[config.mk]
export PLATFORM = sky130hd
export DESIGN_NAME = tdes_key_sched_ctrl
export DESIGN_NICKNAME = d
export VERILOG_FILES = /design/src/rtl/tdes_key_sched_ctrl.sv
export SDC_FILE = /design/constraint.sdc
export NUM_CORES = 1
export LEC_CHECK = 0
export ABC_AREA = 1
export CAP_MARGIN = 20
export CORE_AREA = 2 2 163 165
export DETAILED_ROUTE_END_ITERATION = 16
export DIE_AREA = 0 0 165 167
export GPL_TIMING_DRIVEN = 0
export SYNTH_ARGS = -nofsm -noshare
export SYNTH_HDL_FRONTEND = slang
export SYNTH_SLANG_ARGS = --single-unit
[constraint.sdc]
create_clock -name clk_i -period 3.88 [get_ports clk_i]
set_clock_uncertainty 0.2 [all_clocks]
set_input_delay 0.97 -clock clk_i [delete_from_list [all_inputs] [get_ports clk_i]]
set_output_delay 0.97 -clock clk_i [all_outputs]
set_load 0.005 [all_outputs]
[src/rtl/tdes_key_sched_ctrl.sv]
// Triple-DES key schedule sequencer.
// Steps three PC-1 keys through 3 stages x 16 rounds and hands each rotated {C,D}
// round key to the PC-2/round datapath over a valid/ready handshake.
// Optional feature macro: KEY_SCHED_DECRYPT_EN adds the mode_i port (TDES decrypt
// ordering). Without it the block is fixed at EDE encrypt ordering.
module tdes_key_sched_ctrl (
  input  logic        clk_i,
  input  logic        n_rst_i,
  input  logic        start_i,
`ifdef KEY_SCHED_DECRYPT_EN
  input  logic        mode_i,
`endif
  input  logic [55:0] cd1_i,
  input  logic [55:0] cd2_i,
  input  logic [55:0] cd3_i,
  input  logic        round_ready_i,
  output logic [55:0] round_key_cd_o,
  output logic        round_valid_o,
  output logic [3:0]  round_num_o,
  output logic [1:0]  stage_o,
  output logic        stage_decrypt_o,
  output logic        stage_done_o,
  output logic        busy_o,
  output logic        done_o
);

  typedef enum logic [1:0] {StIdle, StRound, StStageEnd, StDone} state_e;

  state_e      state_q;
  logic [55:0] k1_q, k2_q, k3_q, key_q;
  logic        mode_q, dec_q, valid_q, sd_q, busy_q, done_q;
  logic [3:0]  round_q;
  logic [1:0]  stage_q;

  logic        mode_w;
`ifdef KEY_SCHED_DECRYPT_EN
  assign mode_w = mode_i;
`else
  assign mode_w = 1'b0;
`endif

  // True where the shift schedule SH[idx] (1-based) is a single-bit rotation.
  function automatic logic sh_one(input logic [4:0] idx);
    return (idx == 5'd1) || (idx == 5'd2) || (idx == 5'd9) || (idx == 5'd16);
  endfunction

  // Rotate both 28-bit halves left by 1 or 2.
  function automatic logic [55:0] rot_l(input logic [55:0] cd, input logic two);
    return two ? {cd[53:28], cd[55:54], cd[25:0], cd[27:26]}
               : {cd[54:28], cd[55], cd[26:0], cd[27]};
  endfunction

  // Rotate both 28-bit halves right by 1 or 2.
  function automatic logic [55:0] rot_r(input logic [55:0] cd, input logic two);
    return two ? {cd[29:28], cd[55:30], cd[1:0], cd[27:2]}
               : {cd[28], cd[55:29], cd[0], cd[27:1]};
  endfunction

  // Round-0 key: encrypt rotates by SH[1]=1, decrypt presents the loaded key as is.
  function automatic logic [55:0] first_key(input logic [55:0] cd, input logic dec);
    return dec ? cd : rot_l(cd, 1'b0);
  endfunction

  // Next stage's source key and direction, used when leaving StStageEnd.
  logic [1:0]  nxt_stage;
  logic [55:0] nxt_src;
  logic        nxt_dec;
  logic        enc_two, dec_two;

  // Stage selection and per-round shift amounts derived from registered state only.
  always_comb begin
    nxt_stage = stage_q + 2'd1;
    nxt_dec   = (nxt_stage == 2'd1) ^ mode_q;
    if (nxt_stage == 2'd1) begin
      nxt_src = k2_q;
    end else begin
      nxt_src = mode_q ? k1_q : k3_q;
    end
    // Moving to round r+1: encrypt uses SH[r+2], decrypt uses SH[16-r].
    enc_two = !sh_one({1'b0, round_q} + 5'd2);
    dec_two = !sh_one(5'd16 - {1'b0, round_q});
  end

  // Sequencer FSM with registered outputs.
  always_ff @(posedge clk_i) begin
    if (!n_rst_i) begin
      state_q <= StIdle;
      k1_q    <= '0;
      k2_q    <= '0;
      k3_q    <= '0;
      key_q   <= '0;
      mode_q  <= 1'b0;
      dec_q   <= 1'b0;
      valid_q <= 1'b0;
      sd_q    <= 1'b0;
      busy_q  <= 1'b0;
      done_q  <= 1'b0;
      round_q <= '0;
      stage_q <= '0;
    end else begin
      sd_q   <= 1'b0;
      done_q <= 1'b0;
      unique case (state_q)
        StIdle: begin
          if (start_i) begin
            k1_q    <= cd1_i;
            k2_q    <= cd2_i;
            k3_q    <= cd3_i;
            mode_q  <= mode_w;
            // Stage 0 is cd1 encrypt in EDE, cd3 decrypt in reverse ordering.
            key_q   <= first_key(mode_w ? cd3_i : cd1_i, mode_w);
            dec_q   <= mode_w;
            round_q <= '0;
            stage_q <= '0;
            valid_q <= 1'b1;
            busy_q  <= 1'b1;
            state_q <= StRound;
          end
        end
        StRound: begin
          if (round_ready_i) begin
            if (round_q != 4'd15) begin
              round_q <= round_q + 4'd1;
              key_q   <= dec_q ? rot_r(key_q, dec_two) : rot_l(key_q, enc_two);
            end else begin
              valid_q <= 1'b0;
              sd_q    <= 1'b1;
              if (stage_q == 2'd2) begin
                done_q  <= 1'b1;
                busy_q  <= 1'b0;
                state_q <= StDone;
              end else begin
                state_q <= StStageEnd;
              end
            end
          end
        end
        StStageEnd: begin
          stage_q <= nxt_stage;
          round_q <= '0;
          dec_q   <= nxt_dec;
          key_q   <= first_key(nxt_src, nxt_dec);
          valid_q <= 1'b1;
          state_q <= StRound;
        end
        StDone: begin
          round_q <= '0;
          stage_q <= '0;
          dec_q   <= 1'b0;
          key_q   <= '0;
          state_q <= StIdle;
        end
      endcase
    end
  end

  assign round_key_cd_o  = key_q;
  assign round_valid_o   = valid_q;
  assign round_num_o     = round_q;
  assign stage_o         = stage_q;
  assign stage_decrypt_o = dec_q;
  assign stage_done_o    = sd_q;
  assign busy_o          = busy_q;
  assign done_o          = done_q;

endmodule
The metal 3 layer:
Drawn at 1.5 px/um.
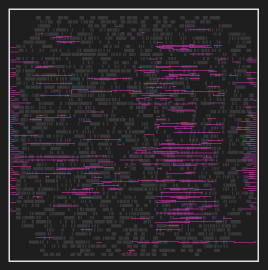
The longest straight run is 55.2 um. The wires run mostly horizontal. The layer holds 7.3% of the routed length. The layer carries 3040 um of wire. 270 nets have wire on it.
DRT Wirelength: 41600 um
via count: 11700
GR met3 Demand/Resource: 0.0351

Cell placement:
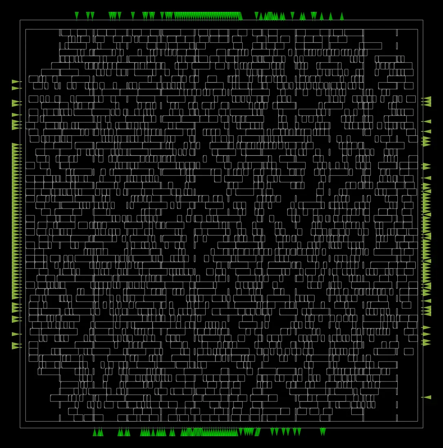
FP Rows: 59
Flops: 181
flop share of the area: 0.273
final core utilization: 0.516

Sequential cells colored by netlist name:
Drawn at 2 px/um. Other sequential cells in the stronger gray, the rest of the logic in the fainter gray.
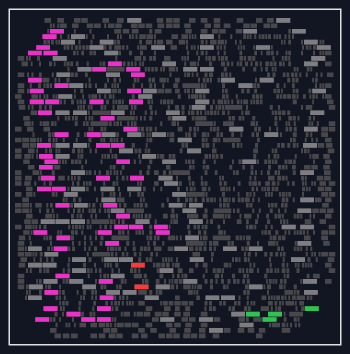
Magenta stands for `k3_q`, placed flops 56. Green stands for `round_num_o`, placed flops 4, where south-east. Red stands for `stage_o`, placed flops 2.
Another 119 sequential cells are not colored.
FF+latch area: 3620 um2
Seq. pwr: 0.00223 W

==> flow_metrics.env <==
# physical design summary
export IMPL_synthTopCellsByCount="nor2_1, nand2_1, o21ai_0, dfxtp_1, nand3_1"
export IMPL_status="finished clean"
export IMPL_hp_start="k3_q[3]"
export IMPL_r2r_end="round_key_cd_o[26]"
export IMPL_ys_seq_share=0.366
export IMPL_holdPathStages=2
export IMPL_gr_total_overflow=0
export IMPL_muxShareOfSynthArea=0
export IMPL_top_area_cell="dfxtp_1"
export IMPL_ys_sh_adder=0.0114
export IMPL_syn_area_um2=9900
export IMPL_hold_class="reg2reg"
export IMPL_wl_met3_um=3040
export IMPL_top_logic_kind="simple AND/OR/NAND/NOR gates"
export IMPL_area_leaders="dfxtp_1, nor2_1, nand2_1, o21ai_0, nand3_1"
export IMPL_fmax_mhz=350
export IMPL_log_warning_count=32
export IMPL_cp_common_cell="nand2_2"
export IMPL_nets=1992
export IMPL_slew_viol_final=0
export IMPL_fin_setup_tns_ns=0
export IMPL_buf_share=0.219
export IMPL_wl_per_cell_um=19.3
export IMPL_maxCapViolations=0
export IMPL_min_period_ns=2.86
export IMPL_portBuffers=237
export IMPL_lay_top_count="nor2_1"
export IMPL_ir_drop_mv=0.256
export IMPL_gp_congestion=0.939
export IMPL_die_height_um=167
export IMPL_hold_path_end="k3_q[3]"
export IMPL_die_w_um=165
export IMPL_ys_ff=181
export IMPL_clock_path_buffers=2
export IMPL_io_pins=239
export IMPL_powerDensity_nw_per_um2=417
export IMPL_drive_gt1_frac=0.0527
export IMPL_grt_max_degree=20
export IMPL_cp_num_buf_inv=5
export IMPL_cts_tree="built"
export IMPL_logic_area_um2=5460
export IMPL_cp_startpoint="start_i"
export IMPL_highest_layer="met4"
export IMPL_drc_errors=0
export IMPL_cts_htree_levels=4
export IMPL_p_clk_w=0.00176
export IMPL_p_int_w=0.00352
export IMPL_whs_ns=0.256
export IMPL_synthArstFlopShare=0
export IMPL_chip_area_um2=27600
export IMPL_power_w=0.00554
export IMPL_critical_path_class="in2reg"
export IMPL_synth_cells=1555
export IMPL_coreArea_um2=25800
export IMPL_timing_rr_start="round_num_o[0]"
export IMPL_diodes=0
export IMPL_min_period_over_period=0.737
export IMPL_slew_headroom=0.480
export IMPL_comb_share=0.411
export IMPL_ys_warn_count=0
export IMPL_postCtsSetupBuffers=0
export IMPL_cp_depth=10
export IMPL_num_clock_buffers=17
export IMPL_leakagePower_nw=5.23
export IMPL_synth_nets=1736
export IMPL_antenna_found_initial=0
export IMPL_place_inst=2127
export IMPL_path_cells="clkdlybuf4s50_1 -> inv_1 -> nand2_2 -> nand2_2 -> nor2_4 -> inv_2 -> buf_4 -> buf_2 -> a211oi_1 -> a21oi_1"
export IMPL_cts_clk_slew_worst_paths_ns=0.07
export IMPL_critical_path_slowest_cell="clkdlybuf4s50_1"
export IMPL_fp_util=0.384
export IMPL_postCtsHoldBufs=0
export IMPL_syn_avg_cell_area_um2=6.37
export IMPL_rsz0062_at_grt="false"
export IMPL_synth_edff_count=0
export IMPL_grt_use_met1=0.427
export IMPL_cp_required_ns=3.99
export IMPL_timing_hold_violations_final=0
export IMPL_wl_met2_um=18400
export IMPL_ff_type="dfxtp_1"
export IMPL_grt_pass1_vias=10700
export IMPL_lay_top_cells="nor2_1, nand2_1, clkdlybuf4s50_1, o21ai_0, dfxtp_1"
export IMPL_top_power_group="registers"
export IMPL_met1_length_um=19000
export IMPL_n_all_buffers=361
export IMPL_yosys_area_top_type_share=0.366
export IMPL_slowest_delay_ns=0.45
export IMPL_xor_share=0
export IMPL_via_per_inst=5.42
export IMPL_finalNonFillerCells=2158
export IMPL_finalSetupViolCount=0
export IMPL_nWellTaps=335
export IMPL_comb_cells=1176
export IMPL_p_clk_frac=0.318
export IMPL_largestClassByArea="multi-input combinational cells"
export IMPL_track_usage=0.296
export IMPL_path_delay_family="buffers and inverters"
export IMPL_power_combinational_fraction=0.280
export IMPL_endpoint="round_key_cd_o[22]"
export IMPL_p_sw_w=0.00202
export IMPL_reg2reg_slack_ns=1.18
export IMPL_critPathCaptureType="flop"
export IMPL_post_cts_resized=0
export IMPL_cts_root_buf="clkbuf_16"
export IMPL_ys_cells=1555
export IMPL_pg_comb_w=0.00155
export IMPL_ys_sh_simple=0.329
export IMPL_placed_area_um2=12700
export IMPL_aoi_share=0.211
export IMPL_place_ws_ns=0.618
export IMPL_worstPathArrival_ns=2.97
export IMPL_crit_path_start_kind="primary input"
export IMPL_num_fill_cells=2650
export IMPL_top_usage_layer="met2"
export IMPL_pwr_share_seq=0.402
export IMPL_r2r_cells=10
export IMPL_non_clock_inverter_count=74
export IMPL_yosysUniqueCellTypes=30
export IMPL_drtPass1Iterations=5
export IMPL_design_area_um2=13300
export IMPL_first_iter_violations=996
export IMPL_hpwl_um=31800
export IMPL_crit_fanout=10
export IMPL_use_met2=0.460
export IMPL_worstMarginPinSlew_ns=0.779
export IMPL_clk_share=0.0445
export IMPL_grt_first_pass_wirelength_um=62600
export IMPL_yosysChipArea_um2=9900
export IMPL_swShare=0.364
export IMPL_top_cell="nor2_1"
export IMPL_cts_sinks=181
export IMPL_ant_nets=0
export IMPL_numCtsBuffers=17
export IMPL_insertion_delay_ns=0.44
Drive-strength map:
Drawn at 2 px/um.
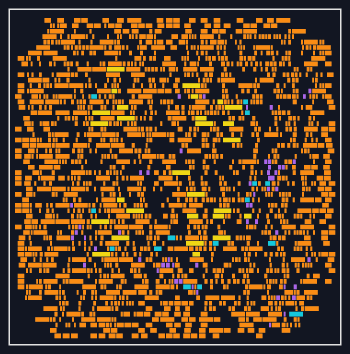
Orange stands for _0 and _1 cells, cells 1727, share 95%. Purple stands for _2 cells, cells 53, share 2.9%. Cyan stands for _3 and _4 cells, cells 15, share 0.82%. Yellow stands for _6 and larger, cells 28, share 1.5%.
setup ws final: 1.02 ns
P&R area growth vs syn: 34.2%

Placed cells, one color a class:
Drawn at 3 px/um.
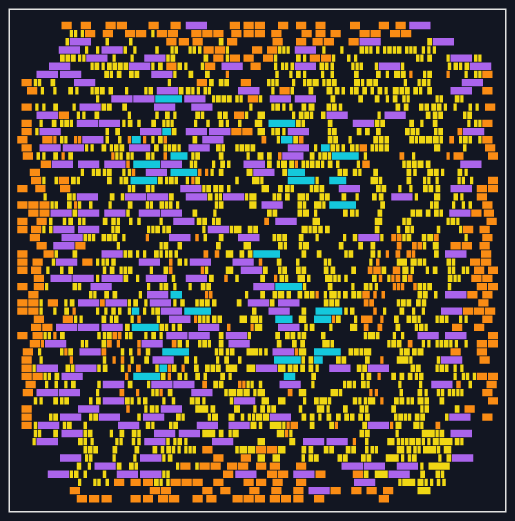
Yellow stands for combinational and other logic, cells 1250, share of their area 45%. Orange stands for remaining buffers and delay cells, cells 361, share of their area 23%. Cyan stands for clock drivers and dummy loads, cells 31, share of their area 4.6%. Purple stands for sequential cells, cells 181, share of their area 28%.

Power figures rest on the tool's default switching activity, not on a simulated workload.
